`config.mk`:
```
export PLATFORM = sky130hd
export DESIGN_NAME = fetch_stage_flat
export DESIGN_NICKNAME = d
export VERILOG_FILES = /design/src/rtl/fetch_stage_if.sv /design/src/rtl/fetch_stage.sv /design/src/flat_wrapper.sv
export SDC_FILE = /design/constraint.sdc
export NUM_CORES = 1
export LEC_CHECK = 0
export CAP_MARGIN = 5
export CORE_MARGIN = 4
export CORE_UTILIZATION = 38
export CTS_CLUSTER_SIZE = 25
export DETAILED_ROUTE_END_ITERATION = 12
export PLACE_DENSITY = 0.68
export REMOVE_ABC_BUFFERS = 1
export SYNTH_ARGS = -nofsm -noshare
export SYNTH_HDL_FRONTEND = slang
export SYNTH_SLANG_ARGS = --single-unit
```
`constraint.sdc`:
```
create_clock -name clk -period 5.1 [get_ports clk]
set_input_delay 1.02 -clock clk [delete_from_list [all_inputs] [get_ports clk]]
set_output_delay 1.02 -clock clk [all_outputs]
set_load 0.01 [all_outputs]
```
`src/rtl/fetch_stage_if.sv`:
```
// Fetch-stage bundle: hazard/redirect controls, instruction-memory handshake and IF/ID outputs.
// master = the fetch stage itself, slave = its surroundings (hazard unit, decode, imem).
interface fetch_stage_if;
  logic        stall_pc;
  logic        stall_decode;
  logic        pcsrc_decode;
  logic [31:0] branch_target_decode;
  logic        jump_decode;
  logic [31:0] jump_target_decode;
  logic        imem_req;
  logic [31:0] imem_addr;
  logic        imem_ready;
  logic [31:0] imem_rdata;
  logic [31:0] instr_decode;
  logic [31:0] pcplus4_decode;
  logic        valid_decode;

  modport master (
    input  stall_pc, stall_decode, pcsrc_decode, branch_target_decode,
           jump_decode, jump_target_decode, imem_ready, imem_rdata,
    output imem_req, imem_addr, instr_decode, pcplus4_decode, valid_decode
  );

  modport slave (
    output stall_pc, stall_decode, pcsrc_decode, branch_target_decode,
           jump_decode, jump_target_decode, imem_ready, imem_rdata,
    input  imem_req, imem_addr, instr_decode, pcplus4_decode, valid_decode
  );
endinterface

```
`src/rtl/fetch_stage.sv`:
```
// Instruction fetch stage: PC register, one-word skid buffer for stalls, and the IF/ID register.
// Priority each cycle is reset, then stall, then redirect, then normal fetch.
module fetch_stage #(
  parameter logic [31:0] RESET_PC = 32'h0000_0000
) (
  input  logic          clk,
  input  logic          rst,
  fetch_stage_if.master bus
);

  typedef enum logic {FETCH, HOLD} state_t;

  state_t      state_reg, state_next;
  logic [31:0] pc_reg, pc_next;
  logic [31:0] skid_reg, skid_next;
  logic [31:0] instr_reg, instr_next;
  logic [31:0] pcplus4_reg, pcplus4_next;
  logic        valid_reg, valid_next;

  logic        stall;
  logic        redirect;
  logic [31:0] target;
  logic        word_avail;
  logic [31:0] word;
  logic [31:0] pc_plus4;

  assign stall      = bus.stall_pc | bus.stall_decode;
  assign redirect   = bus.pcsrc_decode | bus.jump_decode;
  assign target     = bus.pcsrc_decode ? bus.branch_target_decode : bus.jump_target_decode;
  assign word_avail = (state_reg == HOLD) | bus.imem_ready;
  assign word       = (state_reg == HOLD) ? skid_reg : bus.imem_rdata;
  assign pc_plus4   = pc_reg + 32'd4;

  always_ff @(posedge clk or posedge rst) begin
    if (rst) begin
      state_reg   <= FETCH;
      pc_reg      <= RESET_PC;
      skid_reg    <= 32'd0;
      instr_reg   <= 32'd0;
      pcplus4_reg <= 32'd0;
      valid_reg   <= 1'b0;
    end else begin
      state_reg   <= state_next;
      pc_reg      <= pc_next;
      skid_reg    <= skid_next;
      instr_reg   <= instr_next;
      pcplus4_reg <= pcplus4_next;
      valid_reg   <= valid_next;
    end
  end

  always_comb begin
    state_next   = state_reg;
    pc_next      = pc_reg;
    skid_next    = skid_reg;
    instr_next   = instr_reg;
    pcplus4_next = pcplus4_reg;
    valid_next   = valid_reg;

    if (stall) begin
      // A word arriving during a stall is parked so it is not refetched later.
      if (state_reg == FETCH && bus.imem_ready) begin
        skid_next  = bus.imem_rdata;
        state_next = HOLD;
      end
    end else if (redirect) begin
      pc_next      = {target[31:2], 2'b00};
      instr_next   = 32'd0;
      pcplus4_next = 32'd0;
      valid_next   = 1'b0;
      skid_next    = 32'd0;
      state_next   = FETCH;
    end else if (word_avail) begin
      instr_next   = word;
      pcplus4_next = pc_plus4;
      valid_next   = 1'b1;
      pc_next      = pc_plus4;
      state_next   = FETCH;
    end else begin
      instr_next   = 32'd0;
      pcplus4_next = 32'd0;
      valid_next   = 1'b0;
    end
  end

  always_comb begin
    bus.imem_req       = (state_reg == FETCH);
    bus.imem_addr      = pc_reg;
    bus.instr_decode   = instr_reg;
    bus.pcplus4_decode = pcplus4_reg;
    bus.valid_decode   = valid_reg;
  end

endmodule

```
`src/flat_wrapper.sv`:
```
// flat-port wrapper written by rule: the top's interface ports become plain ports
module fetch_stage_flat 
#(
  parameter logic [31:0] RESET_PC = 32'h0000_0000
)
  (clk, rst, bus_stall_pc, bus_stall_decode, bus_pcsrc_decode, bus_branch_target_decode, bus_jump_decode, bus_jump_target_decode, bus_imem_ready, bus_imem_rdata, bus_imem_req, bus_imem_addr, bus_instr_decode, bus_pcplus4_decode, bus_valid_decode);
  fetch_stage_if bus_i ();
  input  logic clk;
  input  logic rst;
  input wire logic [$bits(bus_i.stall_pc)-1:0] bus_stall_pc;
  input wire logic [$bits(bus_i.stall_decode)-1:0] bus_stall_decode;
  input wire logic [$bits(bus_i.pcsrc_decode)-1:0] bus_pcsrc_decode;
  input wire logic [$bits(bus_i.branch_target_decode)-1:0] bus_branch_target_decode;
  input wire logic [$bits(bus_i.jump_decode)-1:0] bus_jump_decode;
  input wire logic [$bits(bus_i.jump_target_decode)-1:0] bus_jump_target_decode;
  input wire logic [$bits(bus_i.imem_ready)-1:0] bus_imem_ready;
  input wire logic [$bits(bus_i.imem_rdata)-1:0] bus_imem_rdata;
  output wire logic [$bits(bus_i.imem_req)-1:0] bus_imem_req;
  output wire logic [$bits(bus_i.imem_addr)-1:0] bus_imem_addr;
  output wire logic [$bits(bus_i.instr_decode)-1:0] bus_instr_decode;
  output wire logic [$bits(bus_i.pcplus4_decode)-1:0] bus_pcplus4_decode;
  output wire logic [$bits(bus_i.valid_decode)-1:0] bus_valid_decode;
  assign bus_i.stall_pc = bus_stall_pc;
  assign bus_i.stall_decode = bus_stall_decode;
  assign bus_i.pcsrc_decode = bus_pcsrc_decode;
  assign bus_i.branch_target_decode = bus_branch_target_decode;
  assign bus_i.jump_decode = bus_jump_decode;
  assign bus_i.jump_target_decode = bus_jump_target_decode;
  assign bus_i.imem_ready = bus_imem_ready;
  assign bus_i.imem_rdata = bus_imem_rdata;
  assign bus_imem_req = bus_i.imem_req;
  assign bus_imem_addr = bus_i.imem_addr;
  assign bus_instr_decode = bus_i.instr_decode;
  assign bus_pcplus4_decode = bus_i.pcplus4_decode;
  assign bus_valid_decode = bus_i.valid_decode;
  fetch_stage #(.RESET_PC(RESET_PC)) u_core (.clk(clk), .rst(rst), .bus(bus_i));
endmodule
```
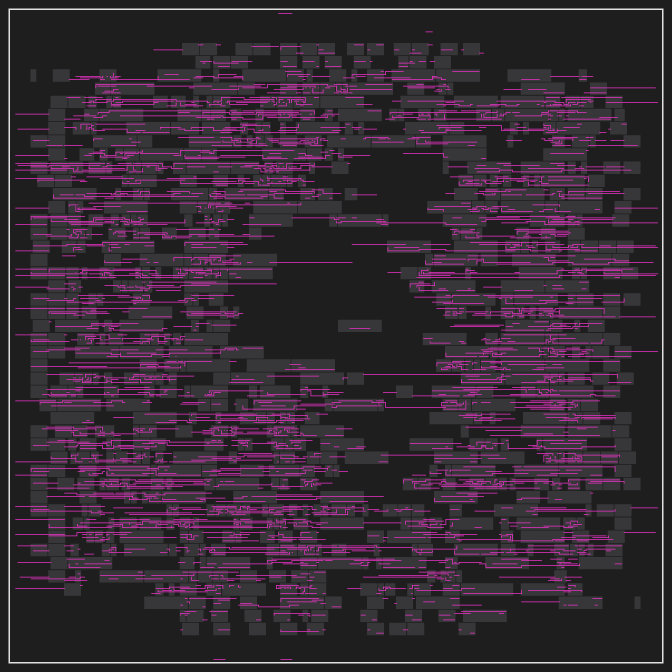
Figure 1: signal wires on met1.
Cells faint in the background.
main direction: horizontal
nets with wire on the layer: 781
longest straight run: 29.4 µm

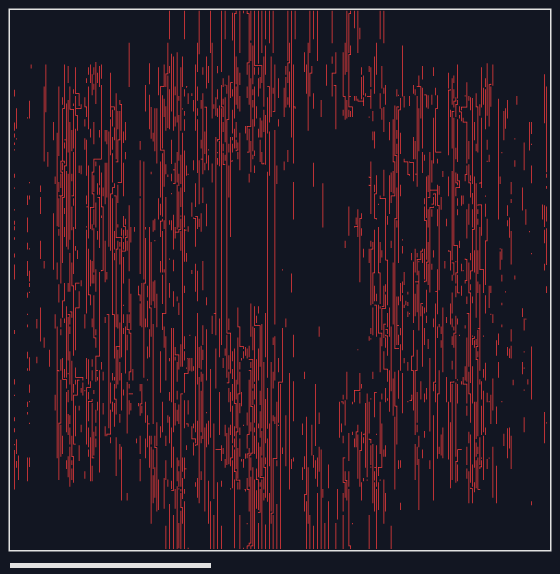
Figure 2: met2 routing.
Bar = 50 µm.
share of all routed wire: 46%
main direction: vertical
wire length on this layer: 8890 µm

==> results_dict.tcl <==
# flow metrics
set metrics [dict create \
    synth-seq-cells 127 \
    clock_path_buffers 2 \
    fin_cells 1006 \
    largest_class "sequential cells" \
    synth_cells 608 \
    crit-reg2reg-launch "u_core.state_reg$_DFFE_PP0P_" \
    flop_cell "dfrtp_1" \
    powerSeq_mw 1.25 \
    rsz0062_at_grt "false" \
    finalClockPeriodUsage_pct 69.0 \
    hold_depth 2 \
    ff2ff_path_depth 5 \
    fmax_mhz 284 \
    numCtsBuffers 17 \
    cts_resized 0 \
    cp_slowest_cell "a21o_1" \
    arrival_ps 3800 \
    cp-end-kind "flop" \
    worstMarginPinSlew_ps 1290 \
    setup_viol 0 \
    status "finished, final reports clean" \
    pwr-share-seq_pct 41.6 \
    die_w_um 135 \
    enable_flop_cells 0 \
    cts_tree "done" \
    chipArea_mm2 0.0181 \
    timing.critical_path.buf_inv 1 \
    maxSlewViolCount 0 \
    drive_gt1_share_pct 7.55 \
    root_buffer "clkbuf_16" \
    holdWs_ps 479 \
    powerComb_mw 0.621 \
    nClkBuffers 25 \
    grt_overflow 0 \
    synth_top_cell_by_area "dfrtp_1" \
    power_clock_mw 1.14 \
    yosys_cells 608 \
    fillers 1356 \
    hold_violations 0 \
    layout_top_cell "clkdlybuf4s50_1" \
    grt_usage_pct 21.5 \
    n_antenna_cell 0 \
    hold_start "u_core.bus.pcplus4_decode[10]$_DFFE_PP0P_" \
    setup_tns_ps 0 \
    syn_area_per_cell_um2 10.0 \
    drc_errors 0 \
    dp_slack_ps 1280 \
    cpPeakStageDelay_ps 900 \
    logic_gates 424 \
]
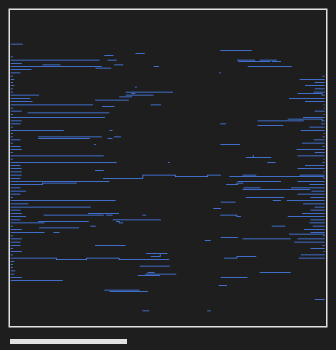
Figure 3: met3 routing.
Bar = 50 µm.
nets with wire on the layer: 175
share of all routed wire: 9.7%
main direction: horizontal
wire length on this layer: 1890 µm
longest straight run: 44.9 µm

==> how the worst max path moves through the flow <==
| stage | startpoint | endpoint | slack (ps) | cells past startpoint |
|---|---|---|---|---|
| 3_5_place_dp | bus_pcsrc_decode | u_core.bus.imem_addr[21]$_DFFE_PP0N_ | 1280 | 5 |
| 4_1_cts | bus_pcsrc_decode | u_core.bus.imem_addr[21]$_DFFE_PP0N_ | 1720 | 5 |
| 3_3_place_gp | bus_pcsrc_decode | u_core.bus.imem_addr[23]$_DFFE_PP0N_ | 1380 | 5 |
| 6_report | bus_pcsrc_decode | u_core.bus.imem_addr[23]$_DFFE_PP0N_ | 1580 | 5 |
| 5_1_grt | bus_pcsrc_decode | u_core.bus.imem_addr[26]$_DFFE_PP0N_ | 1460 | 6 |
| 2_1_floorplan | rst | u_core.bus.imem_addr[10]$_DFFE_PP0N_ | 700 | 1 |
==> Yosys cell counts, types with 5 or more instances <==
cell,instances
dfrtp_1,127
nand2_1,90
o21ai_0,84
clkbuf_1,42
a22oi_1,37
a22o_1,35
nor2_1,32
xnor2_1,18
a222oi_1,16
o2bb2ai_1,13
nand3_1,11
nor3_1,10
xor2_1,10
a21oi_1,7
inv_1,6
and3_1,5
buf_2,5
==> routing by layer <==
metal	routed length, µm	global-route usage (%)	vias up
met2	8890	33.0	282
met1	8410	29.5	2809
met5	0	0	-
met3	1890	6.59	22
li1	-	-	2583
met4	248	6.33	0
==> cell families after synthesis <==
logic type / count (synthesis) / share of synthesized area (%)
simple gates: 174 / 14.3
xor+xnor: 28 / 4.03
compound gates: 218 / 25.2
other cells: 1 / 0.0616
flops: 127 / 52.2
buf+inv: 58 / 3.87
fa+ha+maj: 1 / 0.206
mux: 1 / 0.164
Power figures rest on the tool's default switching activity, not on a simulated workload.
